**src/rtl/core_pkg.sv**
```systemverilog
// rtl/core_pkg.sv - shared branch encodings, sequencer states and PC width
package core_pkg;
  localparam int PCW_DEF = 10;

  localparam logic [1:0] BR_NONE  = 2'b00;
  localparam logic [1:0] BR_JCND  = 2'b01;
  localparam logic [1:0] BR_NJCND = 2'b10;
  localparam logic [1:0] BR_JMP   = 2'b11;

  typedef enum logic [1:0] {IDLE, RUN, MEM_WAIT, DONE} seq_state_t;

  function automatic logic br_taken(input logic [1:0] br, input logic cond);
    return (br == BR_JMP) || ((br == BR_JCND) && cond) || ((br == BR_NJCND) && !cond);
  endfunction
endpackage

```
**src/rtl/branch_lut.sv**
```systemverilog
// rtl/branch_lut.sv - branch-target register file, sync write, async read
module branch_lut #(
  parameter int PCW       = 10,
  parameter int LUT_DEPTH = 16
) (
  input  logic           clk,
  input  logic           rst_n,
  input  logic           we,
  input  logic [3:0]     waddr,
  input  logic [PCW-1:0] wdata,
  input  logic [3:0]     raddr,
  output logic [PCW-1:0] rdata
);
  logic [PCW-1:0] mem [LUT_DEPTH];

  always_ff @(posedge clk or negedge rst_n) begin
    if (!rst_n) begin
      for (int i = 0; i < LUT_DEPTH; i++) mem[i] <= '0;
    end else if (we) begin
      mem[waddr] <= wdata;
    end
  end

  // A read racing a write to the same entry sees the old value.
  assign rdata = mem[raddr];
endmodule

```
**src/rtl/pc_sequencer.sv**
```systemverilog
// rtl/pc_sequencer.sv - PC/branch/memory-stall sequencer; PC_SEQ_PERF_CNT_EN adds perf counters
module pc_sequencer
  import core_pkg::*;
#(
  parameter int PCW       = PCW_DEF,
  parameter int LUT_DEPTH = 16
) (
  input  logic           clk,
  input  logic           rst_n,
  input  logic           start,
  input  logic [PCW-1:0] end_pc,
  input  logic [1:0]     Branch,
  input  logic [3:0]     targetLUT,
  input  logic           cond,
  input  logic           loadMem,
  input  logic           storeMem,
  input  logic           mem_ready,
  input  logic           lut_we,
  input  logic [3:0]     lut_addr,
  input  logic [PCW-1:0] lut_data,
  output logic [PCW-1:0] pc,
  output logic           run,
  output logic           mem_req,
  output logic           stall,
  output logic           done,
  output logic [31:0]    instr_count,
  output logic [31:0]    stall_count
);
  seq_state_t     state, state_next;
  logic [PCW-1:0] pc_next;
  logic [PCW-1:0] lut_target;
  logic           retire;

  branch_lut #(.PCW(PCW), .LUT_DEPTH(LUT_DEPTH)) u_lut (
    .clk   (clk),
    .rst_n (rst_n),
    .we    (lut_we),
    .waddr (lut_addr),
    .wdata (lut_data),
    .raddr (targetLUT),
    .rdata (lut_target)
  );

  always_ff @(posedge clk or negedge rst_n) begin
    if (!rst_n) begin
      state <= IDLE;
      pc    <= '0;
    end else begin
      state <= state_next;
      pc    <= pc_next;
    end
  end

  always_comb begin
    state_next = state;
    pc_next    = pc;
    mem_req    = 1'b0;
    stall      = 1'b0;
    retire     = 1'b0;
    case (state)
      IDLE, DONE: begin
        if (start) begin
          state_next = RUN;
          pc_next    = '0;
        end
      end
      RUN: begin
        if (loadMem || storeMem) begin
          mem_req = 1'b1;
          if (mem_ready) retire = 1'b1;
          else begin
            stall      = 1'b1;
            state_next = MEM_WAIT;
          end
        end else begin
          retire = 1'b1;
        end
      end
      MEM_WAIT: begin
        mem_req = 1'b1;
        if (mem_ready) begin
          retire     = 1'b1;
          state_next = RUN;
        end else begin
          stall = 1'b1;
        end
      end
      default: state_next = IDLE;
    endcase
    // A taken branch wins over end_pc so programs can loop through their last word.
    if (retire) begin
      if (br_taken(Branch, cond)) pc_next = lut_target;
      else if (pc == end_pc)      state_next = DONE;
      else                        pc_next = pc + 1'b1;
    end
  end

  assign run  = (state == RUN) || (state == MEM_WAIT);
  assign done = (state == DONE);

`ifdef PC_SEQ_PERF_CNT_EN
  always_ff @(posedge clk or negedge rst_n) begin
    if (!rst_n) begin
      instr_count <= '0;
      stall_count <= '0;
    end else if (start && (state == IDLE || state == DONE)) begin
      instr_count <= '0;
      stall_count <= '0;
    end else begin
      if (retire) instr_count <= instr_count + 32'd1;
      if (stall)  stall_count <= stall_count + 32'd1;
    end
  end
`else
  assign instr_count = '0;
  assign stall_count = '0;
`endif
endmodule

```
**config.mk**
```make
export PLATFORM = sky130hd
export DESIGN_NAME = pc_sequencer
export DESIGN_NICKNAME = d
export VERILOG_FILES = /design/src/rtl/core_pkg.sv /design/src/rtl/branch_lut.sv /design/src/rtl/pc_sequencer.sv
export SDC_FILE = /design/constraint.sdc
export NUM_CORES = 1
export LEC_CHECK = 0
export CAP_MARGIN = 20
export CORE_UTILIZATION = 25
export DETAILED_ROUTE_END_ITERATION = 8
export SYNTH_ARGS = -nofsm -noshare
export SYNTH_HDL_FRONTEND = slang
export SYNTH_SLANG_ARGS = --single-unit
```
**constraint.sdc**
```tcl
create_clock -name clk -period 2.4 [get_ports clk]
set_clock_uncertainty 0.15 [all_clocks]
set_input_delay 0.72 -clock clk [delete_from_list [all_inputs] [get_ports clk]]
set_output_delay 0.72 -clock clk [all_outputs]
set_load 0.01 [all_outputs]
```
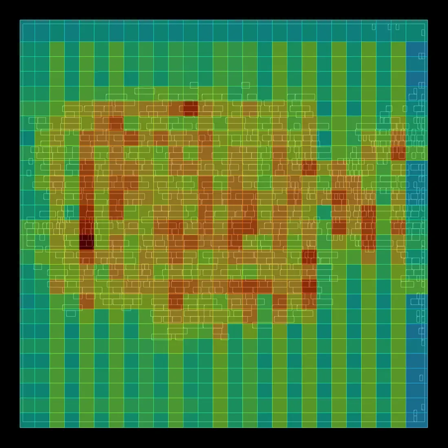
Figure 1: run 1, track usage over the die.
met2 GRT Util: 18.1%
drt wl/cell: 16.8 um
final core occ: 31.6%

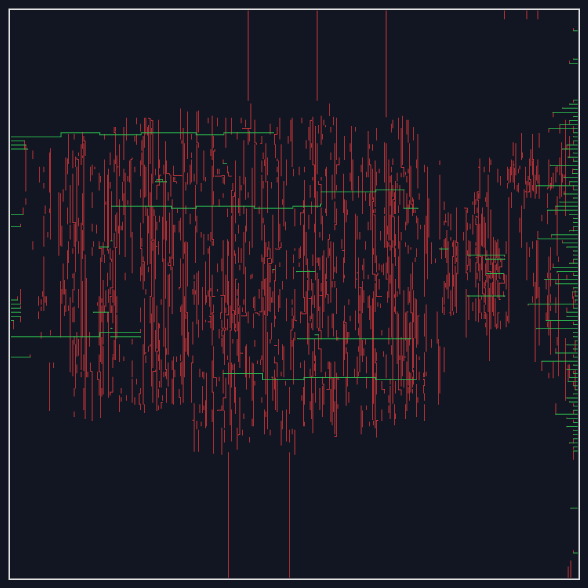
Figure 2: run 1, metal layers overlaid.
(3 px per um) Only two layers are drawn.
- red: M2 (wire length 9230 um)
- green: M3 (wire length 790 um)

==> run notes, run 1 <==
fresh numbers from the pnr run: most frequent logic cells in the routed design=mux2_2 (167), dfrtp_1 (166), conb_1 (64), Comb gate area=roughly 4100 um2, first-pass GRT wire length=around 33000 um, R2R setup slack=roughly 0.19 ns, #MultiIn Comb=between 400 and 500, flip-flops with a built-in enable=0, crit path launch=state[1], LEAKAGE=4.69 nW, Resized cells post-CTS=21, status=finished clean, GR Util All Layers=between 10 and 15%, combinational power share=26.9%, crit path capture=stall, sequential power share=a little over two fifths, number of post-CTS setup repair buffers=2, Slew HR=between 60 and 70%, Tcrit/Tclk final=slightly below 100%, synthesized flop and latch total=between 150 and 200, NetSw=2.66 mW, Vias/cell=about 4.5, Finished Layout Cells=between 1000 and 1500, total CTS buffers=17, Reg2Reg Depth=9, number of OpenROAD warnings=30, max-slew violation count=0, launch point of the worst reg-to-reg path=state[1], WP data arrival=1.52 ns, HPWL Detailed=13900 um, share of cells above drive strength 1=between 40% and 50%, Post-DRT Antenna Nets=0, CTS Hold Bufs=0, Peak Freq=around 420 MHz, Crit Path Category=register to output pin, chip footprint=around 36000 um2, sw frac=29.0%, largest net degree at the start of global routing=~52, Final setup violation count=0
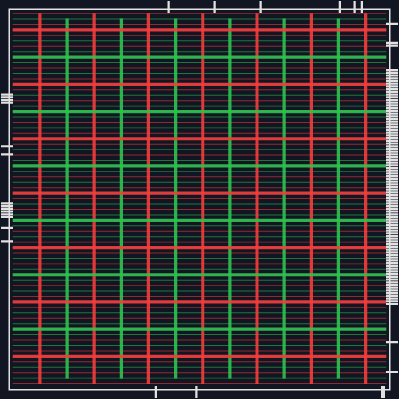
Figure 3: run 1, power grid.
(2 px per um) Pins as bars on the die edge.
- green: VDD
- red: VSS
- signal pins: 116
- met4 straps: 13
- met5 straps: 13
- met1 rails: 69
- rows: 68
core area: 34500 um2
worst vdd ir: 0.519 mV
chip width: 189 um

run 1: worst max-delay path, stage by stage, from the launching register on:
cell and delay, ns:
dfrtp_1 0.39, inv_2 0.08, ha_4 0.13, o21a_1 0.15
nor2_2 0.05, nor3_1 0.14, buf_2 0.15
run 1: synthesized netlist by cell type, types with 2 or more instances:
cell type,number,area (um2)
nand3b_1,3,22.5
mux4_1,6,158
nand2_1,18,67.6
nor2b_1,4,25.0
nand2b_1,7,43.8
ha_1,4,50.1
mux2i_1,15,150
a21oi_1,6,30.0
inv_1,6,22.5
nor2_1,22,82.6
and3_1,4,25.0
clkbuf_1,20,75.1
nand3_1,20,100
buf_6,3,33.8
a211oi_1,6,45.0
mux2_2,167,1880
nor3_1,3,15.0
dfrtp_1,172,4300
o211ai_1,7,52.6
mux4_2,32,721
and2_1,2,12.5
nand4_1,9,56.3
o21ai_0,7,35.0
xnor2_1,11,96.3
buf_4,65,488
a21o_1,2,15.0
buf_2,9,45.0
run 1: flip-flops by register name, indices dropped and copies added, names as in the netlist:
name / count
u_lut.mem: 160
pc: 10
state: 2
run 1: layer usage:
layer	vias to the layer above	GRT usage [%]	wire length (um)
li1	2466	-	-
met1	2845	17.6	10400
met2	142	18.1	9230
met3	13	2.54	789
met4	0	2.95	156
met5	-	0	0
run 1: through the flow:
step	total power, mW	TNS, ns
after floorplan	5.57	0
after global placement	6.40	-11.63
after detailed placement	6.47	-13.35
after CTS	9.21	-0.0595
after global routing	9.72	-0.0715
final	9.19	0
run 1: kinds of logic after synthesis:
group / count (synthesis) / share of synthesized area, %
AOI/OAI and AO/OA: 38 / 2.96
xor gates and xnor gates: 11 / 1.10
adders and majority gates: 4 / 0.569
buffers and inverters: 103 / 7.56
DFF: 172 / 49.0
muxes: 221 / 33.2
other: 1 / 0.0427
and+or+nand+nor: 97 / 5.57
==> run 2: changes to the inputs <==
TNS_END_PERCENT = 50   (was default)
==> run 2 against run 1 <==
Compared with the run above:
- routed wire length unchanged
- power unchanged
- sequential cell count did not move
- cell count stayed put
- non-clock buffer count is the same
- highest routed layer unchanged
==> run notes, run 2 <==
fresh numbers from the pnr run: status=finished clean (unchanged), chip width=189 um (unchanged), M1 GR Usage=17.6% (unchanged), Peak Freq=419 MHz (unchanged), flip-flops with a built-in enable=0 (unchanged), sw frac=29.0% (unchanged), setup_tns=0 ns (unchanged), total buffers and inverters traversed by the critical path=2 (unchanged), length of routed met2 wiring=9230 um (unchanged), CP cell instances=inv_2, ha_4, o21a_1, nor2_2, nor3_1, buf_2 (unchanged), LEAKAGE=4.69 nW (unchanged), max reg flops=160 (unchanged), met1 WL=10400 um (unchanged), synthesized flop and latch total=172 (unchanged), Reg2Reg Depth=9 (unchanged), met2 GRT Util=18.1% (unchanged), most frequent logic cells in the routed design=mux2_2 (167), dfrtp_1 (166), conb_1 (64) (unchanged), number of OpenROAD warnings=30 (unchanged), Top cell area share=49.0% (unchanged), core area=34500 um2 (unchanged), combinational power share=26.9% (about the same), max-slew violation count=0 (unchanged), NetSw=2.66 mW (unchanged), Comb gate area=4100 um2 (unchanged), Slew HR=64.1% (unchanged), Highest Signal Layer=met4 (unchanged), crit-path leading delay family=flip-flops (unchanged), largest registers=u_lut.mem (160), pc (10), state (2) (unchanged), worst vdd ir=0.519 mV (unchanged)
[run 2: cell counts after synthesis]
No cell type changed its count.
[run 2: path summary, 6_finish.rpt]
path                                start              to  slack (ns)
hold reg to reg            u_lut.mem[146]  u_lut.mem[146]        0.35
hold / removal                      rst_n   u_lut.mem[56]        0.05
max in group asynchronous           rst_n           pc[3]        1.40
setup / recovery                 state[1]           stall        0.01
setup reg to reg                 state[1]           pc[0]        0.19
min in group clk           u_lut.mem[146]  u_lut.mem[146]        0.35
[run 2: logic make-up after synthesis]
| kind of cell | after synthesis | synth area share [%] |
|---|---|---|
| AOI/OAI and AO/OA | 38 | 2.96 |
| xor gates and xnor gates | 11 | 1.10 |
| adders and majority gates | 4 | 0.569 |
| buffers and inverters | 103 | 7.56 |
| DFF | 172 | 49.0 |
| muxes | 221 | 33.2 |
| other | 1 | 0.0427 |
| and+or+nand+nor | 97 | 5.57 |
[run 2: what timing repair did]
action	CTS	global route
buffers inserted	2	2
resized	21	9
pin swaps	2	4
endpoints found under the setup margin	9	9
[run 2: per-stage QoR]
step                      instances  util, %  hold WS, ns
final                          1225     31.6       0.0543
after global routing           1225     31.6       0.0649
after CTS                      1223     31.5       0.0568
after detailed placement       1189     29.8        0.336
after global placement         1189     29.8        0.331
after floorplan                 710        -        0.274
[run 2: worst register-to-register path: cells and delay by family, from the launching register on]
| kind | cells | cell delay, ns |
|---|---|---|
| flops | 1 | 0.39 |
| compound gates | 2 | 0.41 |
| buf+inv | 3 | 0.38 |
| simple gates | 3 | 0.66 |
| fa+ha+maj | 1 | 0.13 |
[run 2: area by class of cell]
type	instances	area share, %
sequential	172	39.5
inverter	6	0.206
tap	455	5.22
multi-input combinational	435	37.5
clock inverter	14	1.25
timing repair buffer	125	12.3
clock buffer	18	4.02
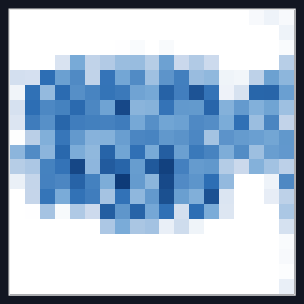
Figure 4: run 2, placement density heat map.
(1.5 px per um) 19 x 19 tiles, from white (low) to dark blue (high), 0 to 100% covered.
- mean over tiles: 29%
- fullest tile: 96%
- densest ninth of the die: center
- nearly empty tiles: 42%
fp util: 25.4%

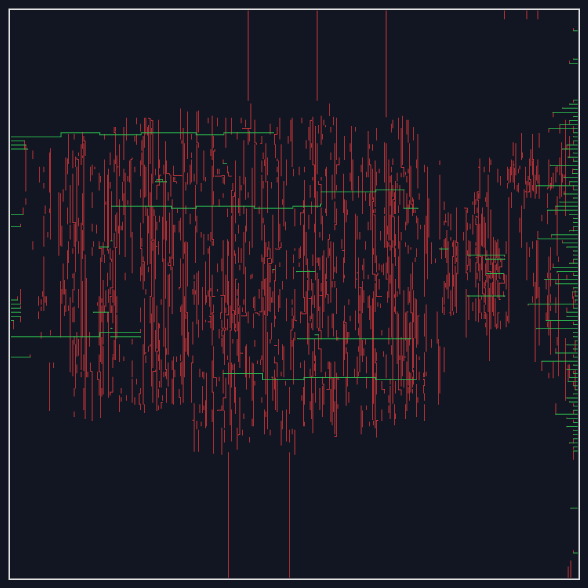
Figure 5: run 2, metal layers overlaid.
(3 px per um) Only two layers are drawn.
- red: M2 (wire length 9230 um)
- green: M3 (wire length 790 um)
GR Util All Layers: 12.1%
routed wire length: 20600 um

Power is estimated from default activity; no workload was simulated.
